**Run 1: selected gate families**

(4 px per um)
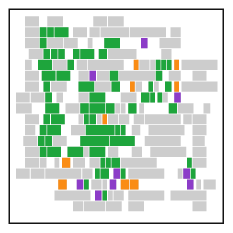
**Run 1: clock routing**

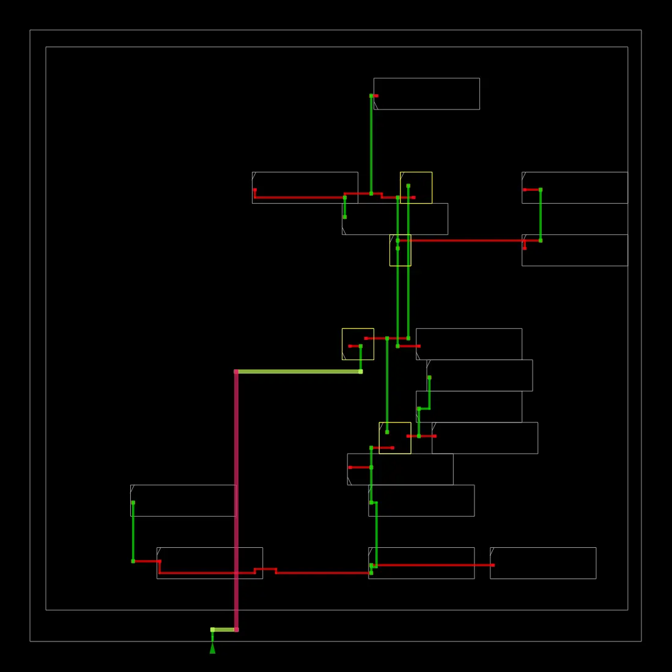
**Run 1: metal 3**

(10 px per um)
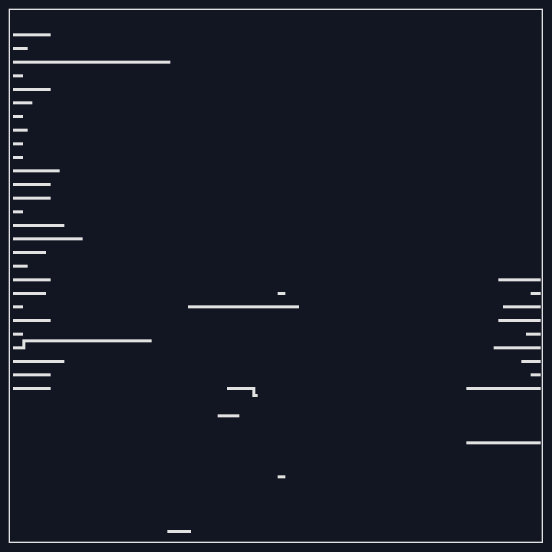
## config.mk

```make
export PLATFORM = sky130hd
export DESIGN_NAME = board_read_arbiter
export DESIGN_NICKNAME = d
export VERILOG_FILES = /design/src/rtl/board_read_arbiter_pkg.sv /design/src/rtl/board_read_arbiter_starve_counter.sv /design/src/rtl/board_read_arbiter.sv
export SDC_FILE = /design/constraint.sdc
export NUM_CORES = 1
export LEC_CHECK = 0
export ABC_AREA = 1
export CORE_MARGIN = 1
export CORE_UTILIZATION = 35
export CTS_CLUSTER_DIAMETER = 60
export DETAILED_ROUTE_END_ITERATION = 16
export GPL_TIMING_DRIVEN = 0
export MAX_ROUTING_LAYER = met4
export PLACE_DENSITY = 0.69
export SYNTH_ARGS = -nofsm -noshare
export SYNTH_HDL_FRONTEND = slang
export SYNTH_SLANG_ARGS = --single-unit
```

## constraint.sdc

```tcl
create_clock -name clk -period 1.8 [get_ports clk]
set_input_delay 0.18 -clock clk [delete_from_list [all_inputs] [get_ports clk]]
set_output_delay 0.18 -clock clk [all_outputs]
set_load 0.01 [all_outputs]
```

## src/rtl/board_read_arbiter_pkg.sv

```systemverilog
// Shared encodings for the board read-port arbiter: cell values, address widths,
// arbiter state and round-robin pointer.
package board_read_arbiter_pkg;

  localparam int ROW_W  = 3;
  localparam int COL_W  = 3;
  localparam int CELL_W = 2;
  localparam int CNT_W  = 4;

  typedef enum logic [CELL_W-1:0] {
    EMPTY   = 2'b00,
    PLAYER1 = 2'b01,
    PLAYER2 = 2'b10
  } cell_e;

  typedef enum logic {
    ST_OPEN   = 1'b0,
    ST_LOCKED = 1'b1
  } arb_state_e;

  typedef enum logic {
    RR_DISP = 1'b0,
    RR_AUX  = 1'b1
  } rr_e;

  typedef struct packed {
    logic [ROW_W-1:0] row;
    logic [COL_W-1:0] col;
  } addr_t;

endpackage

```

## src/rtl/board_read_arbiter_starve_counter.sv

```systemverilog
// Saturating wait counter for one low-priority requester; flags starvation once
// the requester has been denied LIMIT consecutive cycles.
module board_read_arbiter_starve_counter
  import board_read_arbiter_pkg::*;
#(
  parameter int unsigned LIMIT = 7
) (
  input  logic clk,
  input  logic rst_n,
  input  logic req_i,
  input  logic gnt_i,
  output logic starved_o
);

  localparam logic [CNT_W-1:0] LIM = CNT_W'(LIMIT);

  logic [CNT_W-1:0] cnt_q, cnt_d;

  always_comb begin
    cnt_d = '0;
    if (req_i && !gnt_i)
      cnt_d = (cnt_q == {CNT_W{1'b1}}) ? cnt_q : cnt_q + 1'b1;
  end

  always_ff @(posedge clk or negedge rst_n) begin
    if (!rst_n) cnt_q <= '0;
    else        cnt_q <= cnt_d;
  end

  // >= rather than == so a count that kept climbing while the checker held the
  // port still forces the requester through once the lock is released.
  assign starved_o = req_i && (cnt_q >= LIM);

endmodule

```

## src/rtl/board_read_arbiter.sv

```systemverilog
// Three-way arbiter for the single board read port: checker (with burst lock),
// display scan and aux, with starvation escape and a one-cycle read return.
module board_read_arbiter
  import board_read_arbiter_pkg::*;
#(
  parameter int unsigned STARVE_LIMIT = 7
) (
  input  logic             clk,
  input  logic             rst_n,
  input  logic             chk_req,
  input  logic             chk_lock,
  input  logic [ROW_W-1:0] chk_row,
  input  logic [COL_W-1:0] chk_col,
  input  logic             disp_req,
  input  logic [ROW_W-1:0] disp_row,
  input  logic [COL_W-1:0] disp_col,
  input  logic             aux_req,
  input  logic [ROW_W-1:0] aux_row,
  input  logic [COL_W-1:0] aux_col,
  output logic             chk_gnt,
  output logic             disp_gnt,
  output logic             aux_gnt,
  output logic             chk_rvalid,
  output logic             disp_rvalid,
  output logic             aux_rvalid,
  output logic [CELL_W-1:0] rdata,
  output logic             mem_rd_en,
  output logic [ROW_W-1:0] mem_r_row,
  output logic [COL_W-1:0] mem_r_col,
  input  logic [CELL_W-1:0] mem_data
);

  arb_state_e        state_q, state_d;
  rr_e               rr_q, rr_d;
  logic [2:0]        rvld_q;
  logic [CELL_W-1:0] rdata_q;
  logic              disp_starved, aux_starved, lock_hold;
  addr_t             mem_a;

  board_read_arbiter_starve_counter #(.LIMIT(STARVE_LIMIT)) u_disp_starve (
    .clk(clk), .rst_n(rst_n), .req_i(disp_req), .gnt_i(disp_gnt), .starved_o(disp_starved)
  );

  board_read_arbiter_starve_counter #(.LIMIT(STARVE_LIMIT)) u_aux_starve (
    .clk(clk), .rst_n(rst_n), .req_i(aux_req), .gnt_i(aux_gnt), .starved_o(aux_starved)
  );

  // Dropping chk_lock releases the port in that same cycle.
  assign lock_hold = (state_q == ST_LOCKED) && chk_lock;

  always_comb begin
    chk_gnt  = 1'b0;
    disp_gnt = 1'b0;
    aux_gnt  = 1'b0;
    if (lock_hold)               chk_gnt  = chk_req;
    else if (disp_starved)       disp_gnt = 1'b1;
    else if (aux_starved)        aux_gnt  = 1'b1;
    else if (chk_req)            chk_gnt  = 1'b1;
    else if (disp_req && aux_req) begin
      if (rr_q == RR_DISP)       disp_gnt = 1'b1;
      else                       aux_gnt  = 1'b1;
    end
    else if (disp_req)           disp_gnt = 1'b1;
    else if (aux_req)            aux_gnt  = 1'b1;
  end

  always_comb begin
    mem_a = '0;
    if (chk_gnt)       mem_a = '{row: chk_row,  col: chk_col};
    else if (disp_gnt) mem_a = '{row: disp_row, col: disp_col};
    else if (aux_gnt)  mem_a = '{row: aux_row,  col: aux_col};
  end

  assign mem_rd_en = chk_gnt | disp_gnt | aux_gnt;
  assign mem_r_row = mem_a.row;
  assign mem_r_col = mem_a.col;

  always_comb begin
    state_d = state_q;
    case (state_q)
      ST_OPEN:   if (chk_gnt && chk_lock) state_d = ST_LOCKED;
      ST_LOCKED: if (!chk_lock)           state_d = ST_OPEN;
      default:                            state_d = ST_OPEN;
    endcase
  end

  always_comb begin
    rr_d = rr_q;
    if (disp_gnt)     rr_d = RR_AUX;
    else if (aux_gnt) rr_d = RR_DISP;
  end

  always_ff @(posedge clk or negedge rst_n) begin
    if (!rst_n) begin
      state_q <= ST_OPEN;
      rr_q    <= RR_DISP;
      rvld_q  <= '0;
      rdata_q <= EMPTY;
    end else begin
      state_q <= state_d;
      rr_q    <= rr_d;
      rvld_q  <= {chk_gnt, disp_gnt, aux_gnt};
      rdata_q <= rdata;
    end
  end

  assign chk_rvalid  = rvld_q[2];
  assign disp_rvalid = rvld_q[1];
  assign aux_rvalid  = rvld_q[0];
  // Memory data lands the cycle after the address, so it passes straight through on return.
  assign rdata       = (|rvld_q) ? mem_data : rdata_q;

endmodule
```

==> run summary, run 1 <==
RSZ-0062 raised after global routing -> true
setup ws final -> -125 ps
# H-tree levels -> 1
crit-path cells -> ha_2 > nand2_2 > nand2_2 > nand2_2 > nand2_2 > nand2_4 > buf_6 > buf_6 > nand3_2 > nand3_1 > buf_2
layout cells sized above 1 -> 40.7%
Hold Path End -> rvld_q[2]
max-cap check violation count -> 0
register bit total from synthesis -> 15
Syn Std Cell Area -> 916 sq um
Dominant cell area share -> 41.0%
most frequent CP cell -> nand2_2
yosys aoi share -> 4.92%
tool warnings -> 28
clock buf count -> 3
final design utilization -> 67.0%
Critical Path Fanout Max -> 5
FP Rows -> 18
crit end category -> output port
area grow syn2layout -> 81.1%
first-pass GRT wire length -> 3960 um
clk_lat worst skew -> 280 ps
WP data required -> 1620 ps
Synth Area per Inst -> 7.63 sq um
Clk pwr share -> 20.2%
Area-dominant class -> combinational gates
DR WL/cell -> 12.9 um
DRC -> 0
FF-to-FF Start -> u_aux_starve.cnt_q[0]
fraction of area in registers -> 22.6%
Post-synth top cells -> nand3_1, nand2_1, dfrtp_1
Pwr top -> registers
hold depth -> 3
Synth Seq Share -> 41.0%
nonclk inv count -> 16
Syn Inst Count -> 120
worst path bufs/invs -> 3
top cells by area -> dfrtp_1, nand3_1, nand2_1
Stages on worst setup path -> 11
Leak -> 0.828 nW
failing checks -> negative setup slack
total gr overflow -> 0
Worst EP arrival -> 1740 ps
cells in synth_stat.txt -> 120
Post-CTS Resized -> 72
met3 Use GR -> 3.16%
VDD IR-drop max -> 0.400 mV
IO Pins -> 41
DR pass1 iterations -> 4
end point of the critical path -> mem_r_row[0]
gr usage total -> 20.4%
Reg power frac -> 41.0%
GPL Wtd Cong -> 0.743
Yosys top cell by instances -> nand3_1
Hold Startpoint -> chk_req
NonClk Buf Share -> 34.5%
GRT met2 Usage -> 38.6%
Clock buf/inv share -> 1.66%
P_sw -> 0.000297 W
minimum clock period -> 1920 ps
largest net degree at the start of global routing -> 16
MI comb cells -> 87
Initial DRC Count -> 8
CTS tree -> built
status -> finished with violations
Pint -> 0.000649 W
met1 wire length -> 1090 um
Inserted Diodes -> 0
Top logic family -> simple AND/OR/NAND/NOR gates
critical path launch point -> u_aux_starve.cnt_q[0]
Adder Area Share -> 2.73%
worst reg2reg setup slack -> 170 ps
GR Layer Usage met1 -> 20.0%
IO Port Bufs -> 39
Non-clk bufs -> 60
DP HPWL -> 1760 um
Routed met3 length -> 146 um
fmax -> 520 MHz
Max Root-Sink Buffers -> 2
synthesis area per yosys -> 916 sq um
CP Launch Type -> flip-flop
Filler cells -> 219
worst hold margin -> 212 ps
Slew Viols, Final -> 0
xor/xnor share -> 1.91%
die area -> 0.00283 sq mm
Die X -> 53.2 um
Clk pin slew, worst setup/hold paths -> 90 ps
PwrDens -> 570 mW/mm^2
Final ANT Viol Nets -> 0
clock sink total -> 15
sequential power -> 0.000388 W
Post-Place Setup Slack -> -296 ps
met2 routed WL -> 1450 um
asr flop ratio synth -> 100%
final-report setup violation count -> 8
Die Y -> 53.2 um
Logic pwr share -> 38.8%
dominant logic cell types in the final layout -> clkdlybuf4s50_1, nand3_1, nand2_1
Net Count, Synth -> 148
combinational gate area -> 583 sq um
relative slew slack -> 54.6%
Final Hold Vio Count -> 0
vias in the first global route -> 998
synth warn -> 0
Simple Share, Synth -> 40.8%
Setup TNS -> -591 ps
Post-synth EDFFs -> 0
setup repair bufs after CTS -> 13
tap cells -> 30
kind of critical path -> flip-flop to output port
Synth cell types -> 19
Top FF cell, synth -> dfrtp_1
Design Area, Final -> 0.00166 sq mm
worst-margin pin slew -> 678 ps
Notes on 'selected gate families' above:
| color | family | cells |
|---|---|---|
| green | NAND gates | 63 |
| purple | inverting AOI/OAI gates | 9 |
| orange | NOR gates | 9 |
Non-Filler Instances: 212
Comb/total area: 35.1%
most frequent logic cell in the layout: clkdlybuf4s50_1

Notes on 'clock routing' above:
Max Clock Skew: 1.30 ps
CTS buffer count: 3
Seq cells: 15
Clock net power: 0.000191 W

Notes on 'metal 3' above:
longest straight run: 15.4 um
share of all routed wire: 5.4%
nets with wire on the layer: 41
wire length on this layer: 147 um
main direction: horizontal
routed via count: 1031
Routed WL: 2730 um

**Run 1: metal layers overlaid**

(4 px per um)
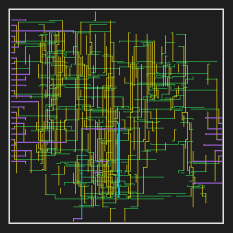

==> run 2: changes to the inputs <==
PLACE_DENSITY = 0.72   (was 0.69)
clock period = 1.5 ns   (was 1.8 ns; I/O delays follow)
**Run 2: metal layers overlaid**

(4 px per um)
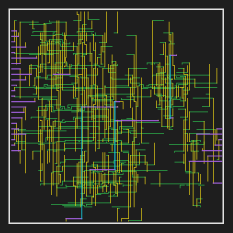
| color | layer | wire length |
|---|---|---|
| cyan | met4 | 60.5 um |
| green | met1 | 1070 um |
| purple | met3 | 119 um |
| yellow | met2 | 1510 um |
DR WL/cell: 13.3 um
routed via count: 1057
Routed WL: 2760 um

==> run 2 against run 1 <==
The run still ends with negative setup slack left. Wire length increased by 1.0%. Total power increased by 23%. Synthesized area unchanged. Via count increased by 2.5%. Final area increased by 1.8%. Die size unchanged. Synthesized cell count unchanged. Setup slack got worse by 180 ps. Final cell count decreased by 2.4%. Critical endpoint is now mem_r_row[2]. Largest cell class unchanged.
==> run summary, run 2 <==
Inserted Diodes -> 0 (unchanged)
vias in the first global route -> 1046 (was 998)
total gr overflow -> 0 (unchanged)
Synth cell types -> 19 (unchanged)
hold_buf cts -> 0 (unchanged)
met1 wire length -> 1070 um (was 1090 um)
largest stage delay on the critical path -> 410 ps (was 400 ps)
GRT busiest layer -> met2 (unchanged)
combinational gate area -> 673 sq um (was 583 sq um)
P_comb -> 0.000462 W (was 0.000367 W)
DR pass1 iterations -> 4 (unchanged)
Top FF cell, synth -> dfrtp_1 (unchanged)
register bit total from synthesis -> 15 (unchanged)
IO Port Bufs -> 39 (unchanged)
Post-synth EDFFs -> 0 (unchanged)
FF-to-FF Start -> u_disp_starve.cnt_q[0] (was u_aux_starve.cnt_q[0])
CORE AREA -> 0.00248 sq mm (unchanged)
# H-tree levels -> 1 (unchanged)
GPL Wtd Cong -> 0.786 (was 0.743)
Area-dominant class -> combinational gates (unchanged)
Syn Inst Count -> 120 (unchanged)
Power, Total -> 0.00117 W (was 0.000946 W)
worst-margin pin slew -> 646 ps (was 678 ps)
Post-synth top cells -> nand3_1, nand2_1, dfrtp_1 (unchanged)
worst hold margin -> 182 ps (was 212 ps)
CP max-delay cell -> dfrtp_1 (unchanged)
NonClk Buf Share -> 30.4% (was 34.5%)
relative slew slack -> 56.8% (was 54.6%)
synth warn -> 0 (unchanged)
DP HPWL -> 1760 um (about the same)
biggest regs -> u_aux_starve.cnt_q: 4 flops, u_disp_starve.cnt_q: 4 flops, rvld_q: 3 flops (unchanged)
Comb/total area -> 39.9% (was 35.1%)
VDD IR-drop max -> 0.477 mV (was 0.400 mV)
IO Pins -> 41 (unchanged)
largest net degree at the start of global routing -> 16 (unchanged)
asr flop ratio synth -> 100% (unchanged)
Placed Area -> 0.00134 sq mm (unchanged)
die area -> 0.00283 sq mm (unchanged)
Critical Path Fanout Max -> 7 (was 5)
Filler cells -> 195 (was 219)
Adder Area Share -> 2.73% (unchanged)
Max Root-Sink Buffers -> 2 (unchanged)
setup repair bufs after CTS -> 10 (was 13)
max-cap check violation count -> 0 (unchanged)
P_sw -> 0.000383 W (was 0.000297 W)
Synth Area per Inst -> 7.63 sq um (unchanged)
minimum clock period -> 1810 ps
Via density -> 5.11 (was 4.86)
top cells by area -> dfrtp_1, nand3_1, nand2_1 (unchanged)
crit end category -> output port (unchanged)
met2 routed WL -> 1510 um (was 1450 um)
Leak -> 0.834 nW (was 0.828 nW)
final design utilization -> 68.2% (was 67.0%)
GRT met2 Usage -> 39.9% (was 38.6%)
Stages on worst setup path -> 8 (was 11)
area grow syn2layout -> 84.4% (was 81.1%)
CTS buffer count -> 3 (unchanged)
PwrDens -> 692 mW/mm^2 (was 570 mW/mm^2)
Yosys top cell by instances -> nand3_1 (unchanged)
antenna violations before repair -> 0 (unchanged)
sequential power -> 0.000465 W (was 0.000388 W)
tap cells -> 30 (unchanged)
Hold Path End -> rvld_q[2] (unchanged)
worst reg2reg setup slack -> -10 ps (was 170 ps)
Synth area leader -> dfrtp_1 (unchanged)
Simple Share, Synth -> 40.8% (unchanged)
MI comb cells -> 87 (unchanged)
CP Launch Type -> flip-flop (unchanged)
GR Layer Usage met1 -> 19.9% (was 20.0%)
CTS tree -> built (unchanged)
crit-path cells -> ha_2 > nand2_2 > nand2_2 > nand2_4 > and2_4 > nand3_2 > nand3_2 > buf_6 (was ha_2 > nand2_2 > nand2_2 > nand2_2 > nand2_2 > nand2_4 > buf_6 > buf_6 > nand3_2 > nand3_1 > buf_2)
setup ws final -> -306 ps (was -125 ps)
fraction of area in registers -> 22.2% (was 22.6%)
critical path launch point -> u_disp_starve.cnt_q[0] (was u_aux_starve.cnt_q[0])
fmax -> 554 MHz
Hold Startpoint -> chk_req (unchanged)
kind of critical path -> flip-flop to output port (unchanged)
Syn Std Cell Area -> 916 sq um (unchanged)
Reg area -> 375 sq um (unchanged)
failing checks -> negative setup slack (unchanged)
cells in synth_stat.txt -> 120 (unchanged)
first-pass GRT wire length -> 4060 um (was 3960 um)
Seq cells -> 15 (unchanged)
DRC -> 0 (unchanged)
Net Count, Synth -> 148 (unchanged)
clock sink total -> 15 (unchanged)
Logic pwr share -> 39.5% (was 38.8%)
Routed met3 length -> 118 um (was 146 um)
nonclk inv count -> 16 (unchanged)
Pint -> 0.000785 W (was 0.000649 W)
Top logic family -> simple AND/OR/NAND/NOR gates (unchanged)
status -> finished with violations (unchanged)
Clock buf/inv share -> 1.63% (was 1.66%)
yosys aoi share -> 4.92% (unchanged)
clk_lat worst skew -> 290 ps (was 280 ps)
Slew Viols, Final -> 0 (unchanged)
Largest delay share family, worst path -> simple AND/OR/NAND/NOR gates (unchanged)
Clock net power -> 0.000242 W (was 0.000191 W)
met3 Use GR -> 3.74% (was 3.16%)
Synth Seq Share -> 41.0% (unchanged)
dominant logic cell types in the final layout -> clkdlybuf4s50_1, nand3_2, nand2_1 (was clkdlybuf4s50_1, nand3_1, nand2_1)
Final Hold Vio Count -> 0 (unchanged)
final-report setup violation count -> 16 (was 8)
hold depth -> 3 (unchanged)
Dominant cell area share -> 41.0% (unchanged)
clock buf count -> 3 (unchanged)
WP data required -> 1350 ps (was 1620 ps)
Die X -> 53.2 um (unchanged)
Die Y -> 53.2 um (unchanged)
Clk pin slew, worst setup/hold paths -> 90 ps (about the same)
gr usage total -> 21.1% (was 20.4%)
HP Class -> primary input to flip-flop (unchanged)
Reg power frac -> 39.8% (was 41.0%)
CTS root buffer -> clkbuf_4 (unchanged)
RSZ-0062 raised after global routing -> true (unchanged)
most frequent logic cell in the layout -> clkdlybuf4s50_1 (unchanged)
Max Clock Skew -> 1.52 ps (was 1.30 ps)
Non-clk bufs -> 55 (was 60)
Non-Filler Instances -> 207 (was 212)
FP Rows -> 18 (unchanged)
Post-CTS Resized -> 101 (was 72)
Final ANT Viol Nets -> 0 (unchanged)
synthesis area per yosys -> 916 sq um (unchanged)
Post-Place Setup Slack -> -565 ps (was -296 ps)
Design Area, Final -> 0.00169 sq mm (was 0.00166 sq mm)
end point of the critical path -> mem_r_row[2] (was mem_r_row[0])
worst path bufs/invs -> 1 (was 3)
layout cells sized above 1 -> 50.3% (was 40.7%)
Setup TNS -> -2880 ps (was -591 ps)
Initial DRC Count -> 14 (was 8)
Worst EP arrival -> 1660 ps (was 1740 ps)
Clk pwr share -> 20.7% (was 20.2%)
xor/xnor share -> 1.91% (unchanged)
tool warnings -> 28 (unchanged)
Pwr top -> registers (unchanged)
Power is estimated from default activity; no workload was simulated.
